`src/rtl/iram_loader_pkg.sv`:
```
// Shared definitions for the instruction-RAM loader: state encoding and data widths.
package iram_loader_pkg;

    localparam int INSTR_W = 32;
    localparam int HALF_W  = 16;

    localparam logic [INSTR_W-1:0] END_WORD_DEFAULT = 32'hFFFF_FFFF;

    typedef enum logic [2:0] {
        ST_IDLE    = 3'd0,
        ST_LOAD_HI = 3'd1,
        ST_LOAD_LO = 3'd2,
        ST_WRITE   = 3'd3,
        ST_DONE    = 3'd4
    } state_e;

endpackage

```
`src/rtl/iram_loader.sv`:
```
// Packs a halfword stream (high half first) into 32-bit words and writes them
// sequentially into the instruction RAM, holding the core off until done.
module iram_loader
    import iram_loader_pkg::*;
#(
    parameter int                 ADDR_W   = 5,
    parameter logic [INSTR_W-1:0] END_WORD = END_WORD_DEFAULT
) (
    input  logic                clk,
    input  logic                rst,
    input  logic                ld,
    input  logic [HALF_W-1:0]   in_data,
    input  logic                in_valid,
    output logic                in_ready,
    output logic                we,
    output logic [ADDR_W-1:0]   waddr,
    output logic [INSTR_W-1:0]  wdata,
    output logic [ADDR_W:0]     word_cnt,
    output logic                comp,
    output logic                full,
    output logic                core_hold
);

    localparam logic [ADDR_W-1:0] LAST_ADDR = {ADDR_W{1'b1}};
    localparam logic [ADDR_W-1:0] ADDR_ONE  = {{(ADDR_W-1){1'b0}}, 1'b1};
    localparam logic [ADDR_W:0]   CNT_ONE   = {{ADDR_W{1'b0}}, 1'b1};

    state_e              state_r;
    logic [HALF_W-1:0]   hi_r;
    logic [INSTR_W-1:0]  word_s;

    assign word_s = {hi_r, in_data};

    // Handshake ready and core hold-off decode straight from the state register.
    always_comb begin
        in_ready  = 1'b0;
        core_hold = 1'b0;
        case (state_r)
            ST_LOAD_HI, ST_LOAD_LO: begin
                in_ready  = 1'b1;
                core_hold = 1'b1;
            end
            ST_WRITE: begin
                in_ready  = 1'b0;
                core_hold = 1'b1;
            end
            default: begin
                in_ready  = 1'b0;
                core_hold = 1'b0;
            end
        endcase
    end

    // Loader FSM with packing register, write port and session counters.
    always_ff @(posedge clk or negedge rst) begin
        if (!rst) begin
            state_r  <= ST_IDLE;
            hi_r     <= '0;
            we       <= 1'b0;
            waddr    <= '0;
            wdata    <= '0;
            word_cnt <= '0;
            comp     <= 1'b0;
            full     <= 1'b0;
        end else begin
            we <= 1'b0;
            case (state_r)
                ST_IDLE, ST_DONE: begin
                    if (ld) begin
                        state_r  <= ST_LOAD_HI;
                        waddr    <= '0;
                        word_cnt <= '0;
                        comp     <= 1'b0;
                        full     <= 1'b0;
                    end
                end
                ST_LOAD_HI: begin
                    if (in_valid) begin
                        hi_r    <= in_data;
                        state_r <= ST_LOAD_LO;
                    end
                end
                ST_LOAD_LO: begin
                    // The terminator is recognised on the whole word and never written.
                    if (in_valid) begin
                        if (word_s == END_WORD) begin
                            state_r <= ST_DONE;
                            comp    <= 1'b1;
                            full    <= 1'b0;
                        end else begin
                            wdata   <= word_s;
                            we      <= 1'b1;
                            state_r <= ST_WRITE;
                        end
                    end
                end
                ST_WRITE: begin
                    word_cnt <= word_cnt + CNT_ONE;
                    // Last location: stop without wrapping so waddr still names the final word.
                    if (waddr == LAST_ADDR) begin
                        state_r <= ST_DONE;
                        comp    <= 1'b1;
                        full    <= 1'b1;
                    end else begin
                        waddr   <= waddr + ADDR_ONE;
                        state_r <= ST_LOAD_HI;
                    end
                end
                default: begin
                    state_r <= ST_IDLE;
                end
            endcase
        end
    end

endmodule

```
`config.mk`:
```
export PLATFORM = sky130hd
export DESIGN_NAME = iram_loader
export DESIGN_NICKNAME = d
export VERILOG_FILES = /design/src/rtl/iram_loader_pkg.sv /design/src/rtl/iram_loader.sv
export SDC_FILE = /design/constraint.sdc
export NUM_CORES = 1
export LEC_CHECK = 0
export CAP_MARGIN = 20
export CORE_ASPECT_RATIO = 0.7
export CORE_MARGIN = 5
export CORE_UTILIZATION = 35
export DETAILED_ROUTE_END_ITERATION = 10
export DONT_BUFFER_PORTS = 1
export SYNTH_ARGS = -nofsm -noshare
export SYNTH_HDL_FRONTEND = slang
export SYNTH_SLANG_ARGS = --single-unit
```
`constraint.sdc`:
```
create_clock -name clk -period 2.9 [get_ports clk]
set_clock_uncertainty 0.15 [all_clocks]
set_input_delay 0.435 -clock clk [delete_from_list [all_inputs] [get_ports clk]]
set_output_delay 0.435 -clock clk [all_outputs]
set_load 0.01 [all_outputs]
```
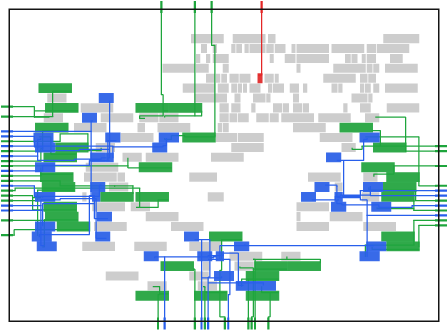
Figure 1: nets reached from selected ports.
| colour | port | bits | direction | end cells | buffers | wire |
|---|---|---|---|---|---|---|
| blue | in_data | 16 | input | 36 | 0 | 720 um |
| green | wdata | 32 | output | 32 | 0 | 900 um |
| red | in_ready | 1 | output | 1 | 0 | 18.6 um |
Top Ports: 68
I/O Buffers: 0

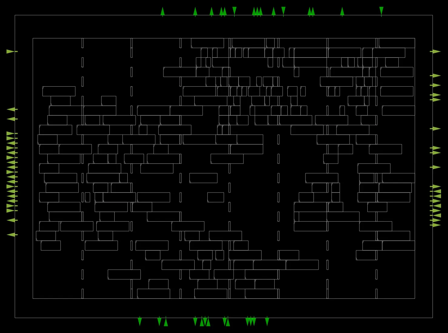
Figure 2: placement view.
Seq/total area: 50.3%
final non-filler cell total: 311
Cell Rows: 27

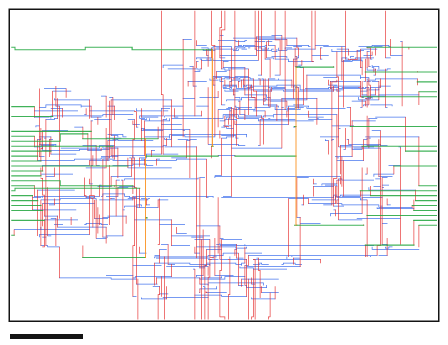
Figure 3: metal layers overlaid.
The bar under the picture is 20 um long.
| colour | layer | wire length |
|---|---|---|
| blue | M1 | 2640 um |
| red | M2 | 2370 um |
| orange | M4 | 103 um |
| green | M3 | 688 um |
GRT Overall Usage: 12.4%
drt total wl: 5800 um
via count: 1582
mean routed wirelength per cell: 18.7 um

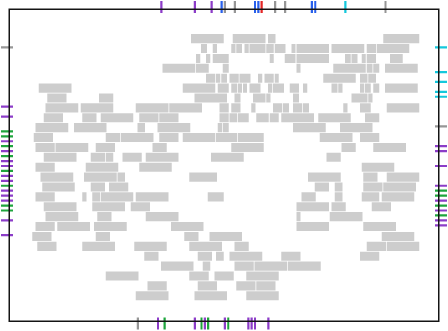
Figure 4: I/O pins on the die edge.
Pins as bars across the die edge, other pins in grey.
| colour | port | pins | direction | edge |
|---|---|---|---|---|
| green | in_data | 16 | input | 8 west, 4 south, 4 east |
| purple | wdata | 32 | output | 13 west, 8 south, 8 east, 3 north |
| red | in_ready | 1 | output | north |
| blue | waddr | 5 | output | north |
| cyan | word_cnt | 6 | output | 5 east, 1 north |
all pins by edge: 22 west, 18 east, 15 north, 13 south
Die X: 118 um
Die H: 85.4 um

==> results_slide.txt <==
Synthesis and Place & Route Summary

Status
  – Status: finished clean

Synthesis
  – Largest area contributor in the netlist: dfrtp_1
  – Syn avg cell area: 14.1 sq um
  – Post-synthesis cell count: 202
  – Yosys Chip Area: 0.00284 sq mm
  – Max-area cell share: 57.2%

Setup path
  – CP max-delay cell: dfrtp_1
  – Startpoint types: flop
  – Worst-path fanout max: 33

Global routing
  – GRT Residual Overflow: 0
  – GR Util met2: 16.7%
  – Initial antenna violation count: 0
  – First-pass GRT wire length: 9520 um

Place
  – Gp weighted congestion: 0.733
  – DP Wirelength: 4050 um

Cells and area
  – Clock-cell share: 7.77%
  – Area growth, synth to finish: 13.9%
  – Layout clock buffer count: 12
  – Nonclk buf count: 5
  – Final #Nets: 231
  – Flip-flops: 65
  – Layout cells sized above 1: 32.4%
  – Comb area share: 35.8%

Detailed routing
  – Highest Signal Layer: met4
  – Met3 Wirelength: 688 um
  – DRC: 0
  – Starting DRT DRC Count: 80
  – Vias/cell: 5.09
  – Length of routed met2 wiring: 2370 um

Min path
  – Worst hold stages: 1

CTS
  – TritonCTS clock tree: done
  – Clock buffer depth: 2
  – Clock transition at path regs: 50 ps
  – CTS Sinks: 65

STA
  – Worst-Margin Slew: 536 ps
  – F_max: 458 MHz
  – Setup TNS: 0 ps
  – Post-layout period usage: 75.3%

Power
  – Switching share of total power: 31.7%
  – Clk pwr share: 25.6%
  – P_sw: 1.15 mW
  – Power share of the sequential group: 49.4%

Floorplan
  – Initial core utilization: 36.0%
Yosys cell counts, types with 2 or more instances:
master and number:
nor3b_1 2, nand2_1 15, buf_2 3, nand3_1 6, a21o_1 2, nand4_1 12
mux2_2 19, nand3b_1 3, mux2_4 29, o21ai_0 9, buf_6 3, nor2_1 8
clkbuf_1 4, ha_1 3, xor2_1 2, dfrtp_1 65
sequential cells by signal, indices dropped and copies added (netlist names):
register	count
full	1
waddr	5
state_r	3
comp	1
word_cnt	6
we	1
wdata	32
hi_r	16
power groups by stage:
stage | Clock [mW] | Sequential (mW) | Combinational [mW]
finish | 0.926 | 1.79 | 0.904
global route | 1.01 | 1.85 | 0.992
CTS | 0.960 | 1.80 | 0.918
detailed placement | 0 | 1.81 | 0.891
global placement | 0 | 1.80 | 0.864
floorplan | 0 | 1.65 | 0.830
cells by family (layout without fill, tap and decap cells):
| group | count (synthesis) | in the layout | synth area share, % |
|---|---|---|---|
| AND/OR/NAND/NOR | 53 | 53 | 10.8 |
| multiplexers | 49 | 49 | 23.2 |
| flip-flops | 65 | 65 | 57.2 |
| adder cells (fa/ha/maj) | 3 | 3 | 1.32 |
| XOR/XNOR | 3 | 3 | 0.924 |
| AND-OR/OR-AND | 19 | 19 | 4.31 |
| buffers and inverters | 10 | 18 | 2.24 |
through the flow:
stage | setup WS, ps | hold slack [ps] | area [sq um] | cells | utilization (%)
finish | 716 | 110 | 3240 | 311 | 40.9
global route | 562 | 87.0 | 3240 | 311 | 40.9
CTS | 705 | 91.3 | 3240 | 311 | 40.9
detailed placement | 722 | -9.14 | 2950 | 296 | 37.3
global placement | 715 | -9.12 | 2950 | 296 | 37.3
floorplan | 814 | -10.6 | 2840 | 202 | -
timing repair:
item	CTS	global route
hold endpoints to repair	65	0
hold buffers	2	0
setup buffers	0	0
gates resized	0	0
Power and IR drop assume default switching activity.
